Fig. 1: run 1, cells by drive strength
Bar = 20 µm.
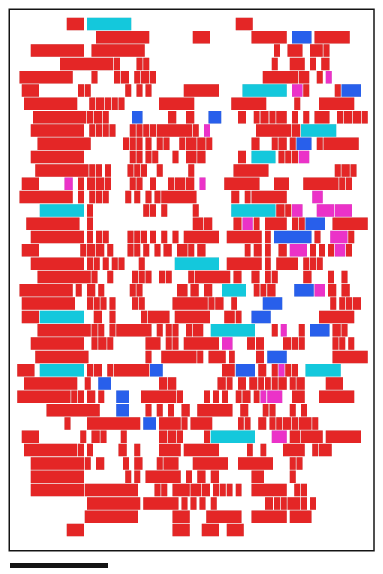
Fig. 2: run 1, clock routing
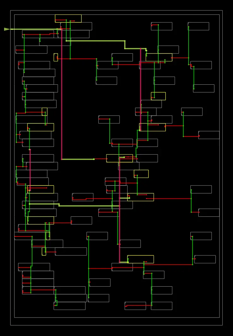
Fig. 3: run 1, cells colored by class
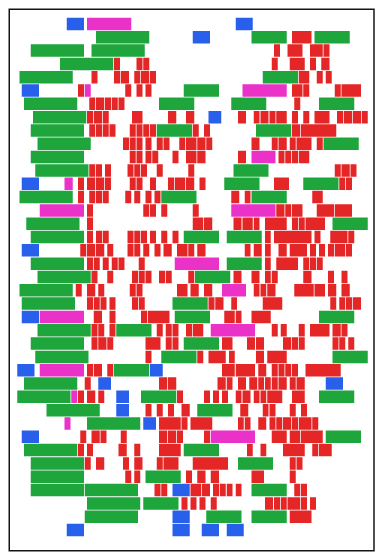
`config.mk`:
```
export PLATFORM = sky130hd
export DESIGN_NAME = uart_tx_fifo_flat
export DESIGN_NICKNAME = d
export VERILOG_FILES = /design/src/rtl/uart_tx_fifo_if.sv /design/src/rtl/uart_tx_fifo.sv /design/src/flat_wrapper.sv
export SDC_FILE = /design/constraint.sdc
export NUM_CORES = 1
export LEC_CHECK = 0
export ABC_AREA = 1
export CAP_MARGIN = 5
export CORE_ASPECT_RATIO = 1.5
export CORE_UTILIZATION = 48
export CTS_CLUSTER_DIAMETER = 100
export DETAILED_ROUTE_END_ITERATION = 8
export PLACE_DENSITY_LB_ADDON = 0.1
export SYNTH_ARGS = -nofsm -noshare
export SYNTH_HDL_FRONTEND = slang
export SYNTH_SLANG_ARGS = --single-unit
```
`constraint.sdc`:
```
create_clock -name i_clk -period 3.7 [get_ports i_clk]
set_input_delay 0.74 -clock i_clk [delete_from_list [all_inputs] [get_ports i_clk]]
set_output_delay 0.74 -clock i_clk [all_outputs]
set_load 0.005 [all_outputs]
```
`src/rtl/uart_tx_fifo_if.sv`:
```
// Word-push handshake into the UART transmit FIFO.
// The producer drives data/valid; the FIFO answers with ready.
interface uart_tx_fifo_if #(
  parameter int DATA_BITS = 8
);
  logic [DATA_BITS-1:0] i_data;
  logic                 i_valid;
  logic                 o_ready;

  modport master (
    output i_data,
    output i_valid,
    input  o_ready
  );

  modport slave (
    input  i_data,
    input  i_valid,
    output o_ready
  );
endinterface

```
`src/rtl/uart_tx_fifo.sv`:
```
// UART transmitter with a small word FIFO in front of it.
// Frames: start, LSB-first data, optional parity, 1 or 2 stops.
module uart_tx_fifo #(
  parameter int CLK_DIV    = 104,
  parameter int DATA_BITS  = 8,
  parameter int PARITY     = 1,
  parameter int STOP_BITS  = 1,
  parameter int FIFO_DEPTH = 4,
  localparam int AW        = $clog2(FIFO_DEPTH)
) (
  input  logic          i_clk,
  input  logic          i_rst,
  uart_tx_fifo_if.slave tx,
  output logic          o_line,
  output logic          o_busy,
  output logic [AW:0]   o_level
);

  localparam logic [15:0] RELOAD    = 16'(CLK_DIV - 1);
  localparam logic [2:0]  LAST_DATA = 3'(DATA_BITS - 1);
  localparam logic [2:0]  LAST_STOP = 3'(STOP_BITS - 1);
  localparam logic [AW:0] DEPTH_L   = (AW + 1)'(FIFO_DEPTH);
  localparam logic        ODD       = (PARITY == 2);

  typedef enum logic [2:0] {
    IDLE,
    START,
    DATA,
    PAR,
    STOP
  } state_e;

  state_e state_q, state_d;

  logic [15:0]          baud_q, baud_d;
  logic [2:0]           bit_q, bit_d;
  logic [DATA_BITS-1:0] shift_q, shift_d;
  logic                 par_q, par_d;
  logic                 line_q, line_d;

  logic [DATA_BITS-1:0] mem_q [FIFO_DEPTH];
  logic [AW-1:0]        wr_q, wr_d;
  logic [AW-1:0]        rd_q, rd_d;
  logic [AW:0]          lvl_q, lvl_d;

  logic                 push;
  logic                 pop;
  logic                 load;
  logic                 empty;
  logic                 tick;
  logic [DATA_BITS-1:0] head;

  assign tx.o_ready = (lvl_q != DEPTH_L);
  assign push       = tx.i_valid && tx.o_ready && !i_rst;
  assign empty      = (lvl_q == '0);
  assign tick       = (baud_q == '0);
  assign head       = mem_q[rd_q];

  always_comb begin
    state_d = state_q;
    baud_d  = baud_q;
    bit_d   = bit_q;
    shift_d = shift_q;
    par_d   = par_q;
    line_d  = line_q;
    load    = 1'b0;
    if (state_q != IDLE) begin
      baud_d = tick ? RELOAD : baud_q - 16'd1;
    end
    unique case (state_q)
      IDLE: begin
        load = !empty;
      end
      START: begin
        if (tick) begin
          state_d = DATA;
          bit_d   = '0;
          line_d  = shift_q[0];
        end
      end
      DATA: begin
        if (tick) begin
          if (bit_q == LAST_DATA) begin
            bit_d = '0;
            if (PARITY != 0) begin
              state_d = PAR;
              line_d  = par_q;
            end else begin
              state_d = STOP;
              line_d  = 1'b1;
            end
          end else begin
            bit_d   = bit_q + 3'd1;
            shift_d = shift_q >> 1;
            line_d  = shift_q[1];
          end
        end
      end
      PAR: begin
        if (tick) begin
          state_d = STOP;
          line_d  = 1'b1;
        end
      end
      STOP: begin
        if (tick) begin
          if (bit_q == LAST_STOP) begin
            if (!empty) begin
              load = 1'b1;
            end else begin
              state_d = IDLE;
              line_d  = 1'b1;
              baud_d  = '0;
            end
          end else begin
            bit_d = bit_q + 3'd1;
          end
        end
      end
      default: begin
        state_d = IDLE;
        line_d  = 1'b1;
        baud_d  = '0;
      end
    endcase
    // Back-to-back frames reuse the same load path as a start from idle.
    if (load) begin
      state_d = START;
      baud_d  = RELOAD;
      bit_d   = '0;
      shift_d = head;
      par_d   = (^head) ^ ODD;
      line_d  = 1'b0;
    end
  end

  assign pop = load;

  always_comb begin
    wr_d  = wr_q + AW'(push);
    rd_d  = rd_q + AW'(pop);
    lvl_d = lvl_q + (AW + 1)'(push) - (AW + 1)'(pop);
  end

  always_ff @(posedge i_clk) begin
    if (i_rst) begin
      state_q <= IDLE;
      baud_q  <= '0;
      bit_q   <= '0;
      shift_q <= '0;
      par_q   <= 1'b0;
      line_q  <= 1'b1;
      wr_q    <= '0;
      rd_q    <= '0;
      lvl_q   <= '0;
    end else begin
      state_q <= state_d;
      baud_q  <= baud_d;
      bit_q   <= bit_d;
      shift_q <= shift_d;
      par_q   <= par_d;
      line_q  <= line_d;
      wr_q    <= wr_d;
      rd_q    <= rd_d;
      lvl_q   <= lvl_d;
    end
  end

  always_ff @(posedge i_clk) begin
    if (push) begin
      mem_q[wr_q] <= tx.i_data;
    end
  end

  assign o_line  = line_q;
  assign o_busy  = (state_q != IDLE);
  assign o_level = lvl_q;

endmodule
```
`src/flat_wrapper.sv`:
```
// flat-port wrapper written by rule: the top's interface ports become plain ports
module uart_tx_fifo_flat 
#(
  parameter int CLK_DIV    = 104,
  parameter int DATA_BITS  = 8,
  parameter int PARITY     = 1,
  parameter int STOP_BITS  = 1,
  parameter int FIFO_DEPTH = 4,
  localparam int AW        = $clog2(FIFO_DEPTH)
)
  (i_clk, i_rst, o_line, o_busy, o_level, tx_i_data, tx_i_valid, tx_o_ready);
  uart_tx_fifo_if #(.DATA_BITS(DATA_BITS)) tx_i ();
  input  logic i_clk;
  input  logic i_rst;
  output logic o_line;
  output logic o_busy;
  output logic [AW:0] o_level;
  input wire logic [$bits(tx_i.i_data)-1:0] tx_i_data;
  input wire logic [$bits(tx_i.i_valid)-1:0] tx_i_valid;
  output wire logic [$bits(tx_i.o_ready)-1:0] tx_o_ready;
  assign tx_i.i_data = tx_i_data;
  assign tx_i.i_valid = tx_i_valid;
  assign tx_o_ready = tx_i.o_ready;
  uart_tx_fifo #(.CLK_DIV(CLK_DIV), .DATA_BITS(DATA_BITS), .PARITY(PARITY), .STOP_BITS(STOP_BITS), .FIFO_DEPTH(FIFO_DEPTH)) u_core (.i_clk(i_clk), .i_rst(i_rst), .tx(tx_i), .o_line(o_line), .o_busy(o_busy), .o_level(o_level));
endmodule
```
==> CHANGELOG.md, run 1 <==
## Implementation

- Status: completed
- Seq area share: 40.5%
- Hold path depth: 2
- CTS tree: yes
- Initial DRT Pass Iterations: 4
- Most frequent logic cell in the layout: nand2_1
- Chip area in the Yosys report: 3750 µm²
- Synthesized cell area: 3750 µm²
- Core area: 7610 µm²
- Fillers: 755
- Worst EP arrival: 2.87 ns
- Yosys warns: 0
- Site Rows: 39
- Lkg Pwr: 1.91 nW
- Clk pwr share: 22.5%
- Max_slew headroom: 49.9%
- Total wire length: 7290 µm
- Max clock buf depth: 2
- Worst reg-to-reg path cell count: 14
- Place WS: 1.05 ns
- Final setup violation count: 0
- CTS Hold Buffers Added: 0
- Root Driver: clkbuf_16
- EDFF count, synth: 32
- Clock network power: 0.779 mW
- DRC: 0
- CP Max Fanout: 17
- Buf/Inv on CP: 3
- Post-layout nets: 523
- Leading area contributor after synthesis: edfxtp_1
- Total Neg Setup Slack: 0 ns
- Worst hold-check path type: reg2reg
- Total track usage: 19.5%
- Critical Path Sink Type: flip-flop
- Synth top cells by count: nand2_1, inv_1, nand3_1
- Worst-path cell chain: inv_1, ha_1, nand3_1, nor2_2, nand2_4, nand2_4, nand2_4, inv_2, ha_1, inv_1, ha_1, fa_1, and3_1, nor3_1
- Power Density: 807 nW/µm²
- Layout cells sized above 1: 10.3%
- Initial DRC Count: 115
- Max-slew violation count: 0
- Gr ovfl total: 0
- Net Switching: 1.43 mW
- Area leader share: 25.6%
- CP top delay family: adder cells
- Clock network share of area: 6.26%
- Vias in the first global route: 2,790
- Power Sequential: 1.12 mW
- Synth top area cells: edfxtp_1, dfxtp_1, nand2_1, nand3_1, inv_1
- H-tree Lvls: 3
- Pin count of the biggest net entering global routing: 22
- Crit path DRT: 3.95 ns
- FF+latch area: 1740 µm²
- Core Util at FP: 49.3%
- Clock Buffer Count: 14
- Avg Cell Area, Syn: 7.85 µm²
- CTS Buf Count: 9
- Data buffer area share: 4.77%
- Reg2reg start: u_core.baud_q[0]
- Design area: 4300 µm²
- Port buffer count: 16
- Nonclk buf count: 22
- Combinational Power: 1.57 mW
- DR WL/cell: 12.0 µm
- First-pass GRT wire length: 11,800 µm
- Gate power share: 45.3%
- Max incr delay on CP: 0.37 ns
- Synth Net Count: 499
- Most numerous cell in the Yosys netlist: nand2_1
- R2R Setup Slk: 1.08 ns
- Switching Share: 41.2%
- Hold path startpoint: u_core.shift_q[7]
- Die Y: 110 µm
- OpenROAD warnings: 28
- Max cap viols: 0
- Seq share, synth: 46.4%
- Hold EP: u_core.shift_q[7]
- CTS sink count: 71
Back to the opening pictures, Fig. 1:
color	size	cells	share
cyan	_6 and larger	13	2.6%
red	_0 and _1 cells	454	90%
magenta	_2 cells	21	4.2%
blue	_3 and _4 cells	18	3.6%

Back to the opening pictures, Fig. 2:
registers: 71
Clock Latency Late Sink: 0.33 ns

Back to the opening pictures, Fig. 3:
color	class	cells
blue	remaining buffers and delay cells	22
red	combinational and other logic	398
magenta	clock drivers and dummy loads	15
green	sequential cells	71

## run 1: how the worst max path moves through the flow
stage	from	end	slack [ns]	cells after the start
floorplan	u_core.baud_q[0]	u_core.o_level[2]	1.32	15
global placement	i_rst	u_core.o_level[2]	1.11	8
detailed placement	i_rst	u_core.o_level[2]	1.05	8
CTS	u_core.baud_q[0]	u_core.o_level[2]	1.07	14
global route	u_core.baud_q[0]	u_core.o_level[2]	0.92	14
finish	u_core.baud_q[0]	u_core.o_level[2]	1.08	14
## run 1: worst reg2reg max path, delay by kind of cell, from the launching register on
| kind | cells | cell delay (ns) |
|---|---|---|
| adder cells (fa/ha/maj) | 4 | 1.09 |
| AND/OR/NAND/NOR | 7 | 0.82 |
| flip-flops | 1 | 0.34 |
| buffers and inverters | 3 | 0.30 |
## run 1: state kept, by name (all words and copies together) (netlist names)
| name | cells |
|---|---|
| u_core.mem_q | 32 |
| u_core.baud_q | 16 |
| u_core.shift_q | 8 |
| u_core.bit_q | 3 |
| u_core.o_level | 3 |
| u_core.state_q | 3 |
| u_core.rd_q | 2 |
| u_core.wr_q | 2 |
| u_core.o_line | 1 |
| u_core.par_q | 1 |
## run 1: per-stage QoR
step / power [mW] / instances
2_1_floorplan: 2.39 / 478
3_3_place_gp: 2.68 / 593
3_5_place_dp: 2.71 / 593
4_1_cts: 3.51 / 608
5_1_grt: 3.77 / 608
6_report: 3.47 / 608
## run 1: cell families after synthesis
logic type	after synthesis	share of synthesized area, %
AOI/OAI and AO/OA	39	6.10
DFF	71	46.4
and+or+nand+nor	282	34.7
buffers and inverters	69	7.57
xor gates and xnor gates	6	1.40
muxes	1	0.267
adders and majority gates	10	3.53
## run 1: routing by layer
layer	track usage [%]	part of all wire (%)
met5	0	0
met3	4.09	2.9
met2	37.7	55
met1	18.8	40
met4	9.89	2.0
--- run 2 (diff from run 1) ---
Clock period 3.7 ns to 2.7 ns, I/O delays scaled along.
Fig. 4: run 2, cells by drive strength
Bar = 20 µm.
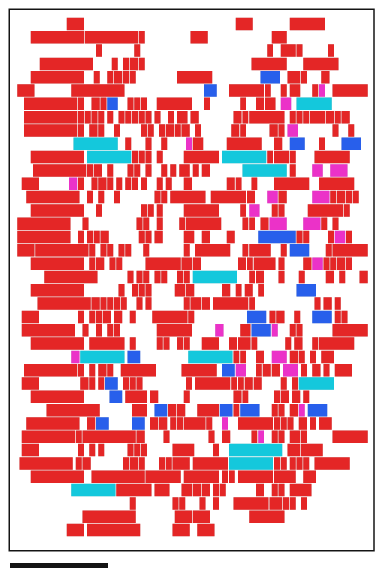
color	size	cells	share
red	_0 and _1 cells	454	89%
magenta	_2 cells	23	4.5%
cyan	_6 and larger	12	2.4%
blue	_3 and _4 cells	21	4.1%

Fig. 5: run 2, cells colored by class
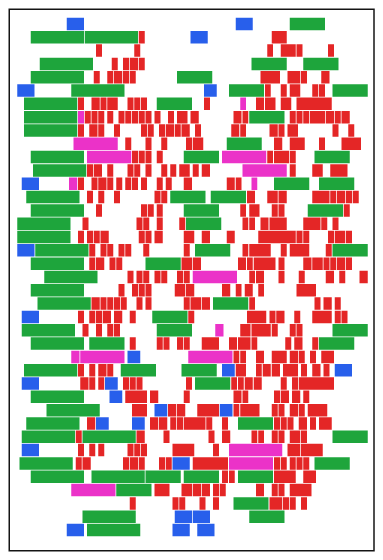
color	class	cells
magenta	clock drivers and dummy loads	16
blue	remaining buffers and delay cells	25
red	combinational and other logic	398
green	sequential cells	71

==> run 2 against run 1 <==
  * Core utilization rose by 0.46 points
  * Die size did not move
  * Combinational power rose by 39%
  * Clock power rose by 42%
  * Largest cell class unchanged
  * Highest routed layer unchanged
==> CHANGELOG.md, run 2 <==
## Implementation

- Status: completed
- Chip area in the Yosys report: 3750 µm²
- Synth logic family: simple AND/OR/NAND/NOR gates
- Initial DRC Count: 80
- Buf/Inv on CP: 3
- CTS Hold Buffers Added: 0
- Adder share: 3.53%
- Vias in the first global route: 2,824
- Max incr delay on CP: 0.38 ns
- Port buffer count: 16
- Yosys warns: 0
- Worst EP arrival: 2.59 ns
- Core Util at FP: 49.3%
- Max cap viols: 0
- Max_slew headroom: 62.4%
- Max reg flops: 32
- Synth Net Count: 499
- Gr ovfl total: 0
- Final setup violation count: 0
- Mux area share: 0.267%
- Synth top area cells: edfxtp_1, dfxtp_1, nand2_1, nand3_1, inv_1
- Avg Cell Area, Syn: 7.85 µm²
- Crit path DRT: 2.95 ns
- CTS tree: yes
- Synthesized cell area: 3750 µm²
- Total track usage: 19.9%
- OpenROAD warnings: 28
- CTS sink count: 71
- Simple Share, Synth: 34.7%
- Leading area contributor after synthesis: edfxtp_1
- Placed cell count: 596
- Finished Layout Cells: 612
- Synth top cells by count: nand2_1, inv_1, nand3_1
- Nonclk buf count: 25
- Worst hold-check path type: reg2reg
- Post-Synth AOI/OAI Area: 6.10%
- Seq area share: 40.2%
- Core area: 7610 µm²
- H-tree Lvls: 3
- CP Max Fanout: 8
- Reg with most FFs: u_core.mem_q
- Max-slew violation count: 0
- Critical Path Sink Type: flip-flop
- Max clock buf depth: 2
- Die Y: 110 µm
- Most frequent logic cell in the layout: nand2_1
- Area leader share: 25.6%
- Clock network share of area: 6.50%
- Seq share, synth: 46.4%
- Initial DRT Pass Iterations: 5
- Total wire length: 7130 µm
- Fillers: 729
run 2: cell counts after synthesis:
Identical to the previous run, type by type.
run 2: worst paths after layout:
path                          start  cells after the start  slack, ns           endpoint
hold / removal    u_core.shift_q[7]                      2       0.48  u_core.shift_q[7]
setup / recovery   u_core.baud_q[0]                     14       0.35  u_core.o_level[2]
hold reg to reg   u_core.shift_q[7]                      2       0.48  u_core.shift_q[7]
setup reg to reg   u_core.baud_q[0]                     14       0.35  u_core.o_level[2]
run 2: per-stage QoR:
step,setup slack (ns),utilization (%),hold WS [ns]
after floorplan,0.317,-,0.457
after global placement,0.346,53.2,0.471
after detailed placement,0.303,53.2,0.482
after CTS,0.348,56.9,0.489
after global routing,0.177,56.9,0.506
final,0.352,56.9,0.484
run 2: worst register-to-register path: cells and delay by family (launching register included):
family                   cells  cell delay, ns
AND/OR/NAND/NOR              7            0.71
adder cells (fa/ha/maj)      4            1.06
buffers and inverters        3            0.17
flip-flops                   1            0.33
run 2: cell families after synthesis:
kind of cell / Yosys count
adder cells (fa/ha/maj): 10
multiplexers: 1
AND-OR/OR-AND: 39
buffers and inverters: 69
XOR/XNOR: 6
AND/OR/NAND/NOR: 282
flip-flops: 71
run 2: routing by layer:
| layer | track usage, % | wire [µm] | vias to the layer above | share of wire (%) |
|---|---|---|---|---|
| met5 | 0 | 0 | - | 0 |
| met3 | 4.27 | 154 | 12 | 2.2 |
| met4 | 10.2 | 162 | 0 | 2.3 |
| li1 | - | - | 1595 | - |
| met2 | 37.9 | 3950 | 39 | 55 |
| met1 | 19.7 | 2870 | 1344 | 40 |
run 2: power breakdown:
part	switching [mW]	internal, mW	total, mW
sequential	0.178	1.35	1.53
clock	0.402	0.706	1.11
combinational	1.38	0.815	2.19
--- run 3 (diff from run 2) ---
Settings changed: CORE_ASPECT_RATIO 1.5 to 0.6, CTS_BUF_LIST set to sky130_fd_sc_hd__clkbuf_4.
Clock period 2.7 ns to 2.14 ns, I/O delays scaled along.
Fig. 6: run 3, clock routing
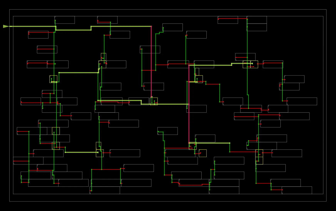
Clock Latency Late Sink: 0.43 ns
final worst clock skew: 0.0189 ns
Clock Buffer Count: 13

Fig. 7: run 3, cells colored by class
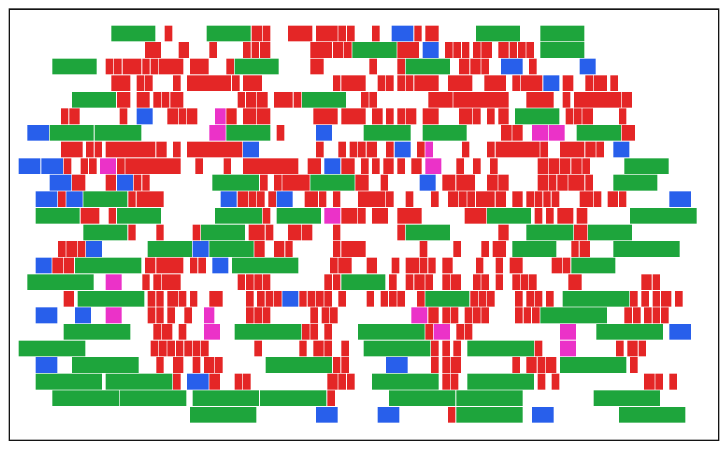
color	class	cells
red	combinational and other logic	398
magenta	clock drivers and dummy loads	16
blue	remaining buffers and delay cells	36
green	sequential cells	71

==> run 3 against run 2 <==
  * Critical endpoint is now u_core.o_level[1]
  * Cell area rose by 0.20%
  * Register-to-register slack got worse by 0.30 ns
  * Total power rose by 21%
  * Die size barely moved
  * Largest power group unchanged
==> CHANGELOG.md, run 3 <==
## Implementation

- Site Rows: 24
- DRT met1 WL: 4730 µm
- Worst reg-to-reg path cell count: 14
- DR WL met2: 3150 µm
- H-tree Lvls: 3
- Overall power: 5.83 mW
- Max clock buf depth: 2
- CP top delay family: adder cells
- Crit path DRT: 2.50 ns
- Top layer in use: met4
- Finished Layout Cells: 625
- Most numerous cell in the Yosys netlist: nand2_1
- Worst hold-check path type: reg2reg
- Reg2reg start: u_core.baud_q[0]
- Total track usage: 23.1%
- Layout cells sized above 1: 17.5%
- Die Y: 70.5 µm
- Simple Share, Synth: 34.7%
- Post-Synth AOI/OAI Area: 6.10%
- Worst-path cell chain: inv_4, ha_4, nand3_2, nor2_4, nand2_4, nand2_4, nand2_4, inv_2, ha_4, inv_2, ha_4, fa_2, inv_1, nor2_1
- Avg Cell Area, Syn: 7.85 µm²
- Critical Path Sink Type: flip-flop
- Mux area share: 0.267%
- DRC: 0
- Vias in the first global route: 2,813
- Yosys warns: 0
- Hold path startpoint: u_core.shift_q[2]
- Seq share, synth: 46.4%
- Max_slew headroom: 57.4%
- CP Max Fanout: 4
- Synth top cells by count: nand2_1, inv_1, nand3_1
- CTS Hold Buffers Added: 0
- Grt met1 use: 38.5%
- GRT busiest layer: met1
- Hold EP: u_core.shift_q[1]
- Adder share: 3.53%
- Synth Net Count: 499
- WL met3: 564 µm
- Placed cell count: 607
- Synth logic family: simple AND/OR/NAND/NOR gates
- Synthesized cell area: 3750 µm²
- Status: completed
- Initial DRT Pass Iterations: 5
- RR Endpoint: u_core.o_level[1]
- Max cap viols: 0
- Most frequent logic cell in the layout: nand2_1
- Core area: 7420 µm²
- Root Driver: clkbuf_4
- Final setup violation count: 0
- Max reg flops: 32
- R2R Setup Slk: 0.05 ns
- Core Util at FP: 50.6%
- OpenROAD warnings: 30
==> run 3: cells by family (layout without fill, tap and decap cells) <==
group | Yosys count | count (layout)
simple gates | 282 | 282
flops | 71 | 71
buf+inv | 69 | 112
compound gates | 39 | 39
fa+ha+maj | 10 | 10
xor+xnor | 6 | 6
mux | 1 | 1
==> run 3: through the flow <==
step,setup WS [ns],hold WS (ns),utilization [%],setup TNS [ns],area [µm²]
4_1_cts,0.00744,0.479,57.9,0,4290
6_report,0.0477,0.483,58.5,0,4340
5_1_grt,-0.0248,0.504,58.5,-0.0348,4340
2_1_floorplan,-0.0748,0.457,-,-0.141,3810
3_5_place_dp,-0.0135,0.463,56.3,-0.0135,4180
3_3_place_gp,0.0784,0.458,56.3,0,4180
==> run 3: what timing repair did <==
item / in CTS / in global routing
resized: 3 / 12
setup buffers: 0 / 2
pin swaps: 0 / 3
setup endpoints to repair: 2 / 4
==> run 3: how the worst max path moves through the flow <==
stage,start,to,cells past startpoint
2_1_floorplan,u_core.baud_q[0],u_core.o_level[2],15
3_3_place_gp,u_core.bit_q[0],u_core.o_level[2],14
3_5_place_dp,u_core.bit_q[0],u_core.o_level[2],14
4_1_cts,u_core.bit_q[0],u_core.o_level[2],14
5_1_grt,u_core.bit_q[1],u_core.o_level[2],14
6_report,u_core.baud_q[0],u_core.o_level[1],14
==> run 3: area by class of cell <==
cell class / count / area [µm²]
Clock inverter: 3 / 13.8
Sequential cell: 71 / 1750
Clock buffer: 13 / 97.6
Tap cell: 104 / 130
Multi-Input combinational cell: 338 / 1810
Fill cell: 699 / 3080
Inverter: 60 / 233
Timing Repair Buffer: 36 / 310
==> run 3: where the power goes <==
group	switching (mW)	internal [mW]
sequential	0.210	1.70
combinational	2.01	1.18
clock	0.448	0.285
Power is estimated from default activity; no workload was simulated.
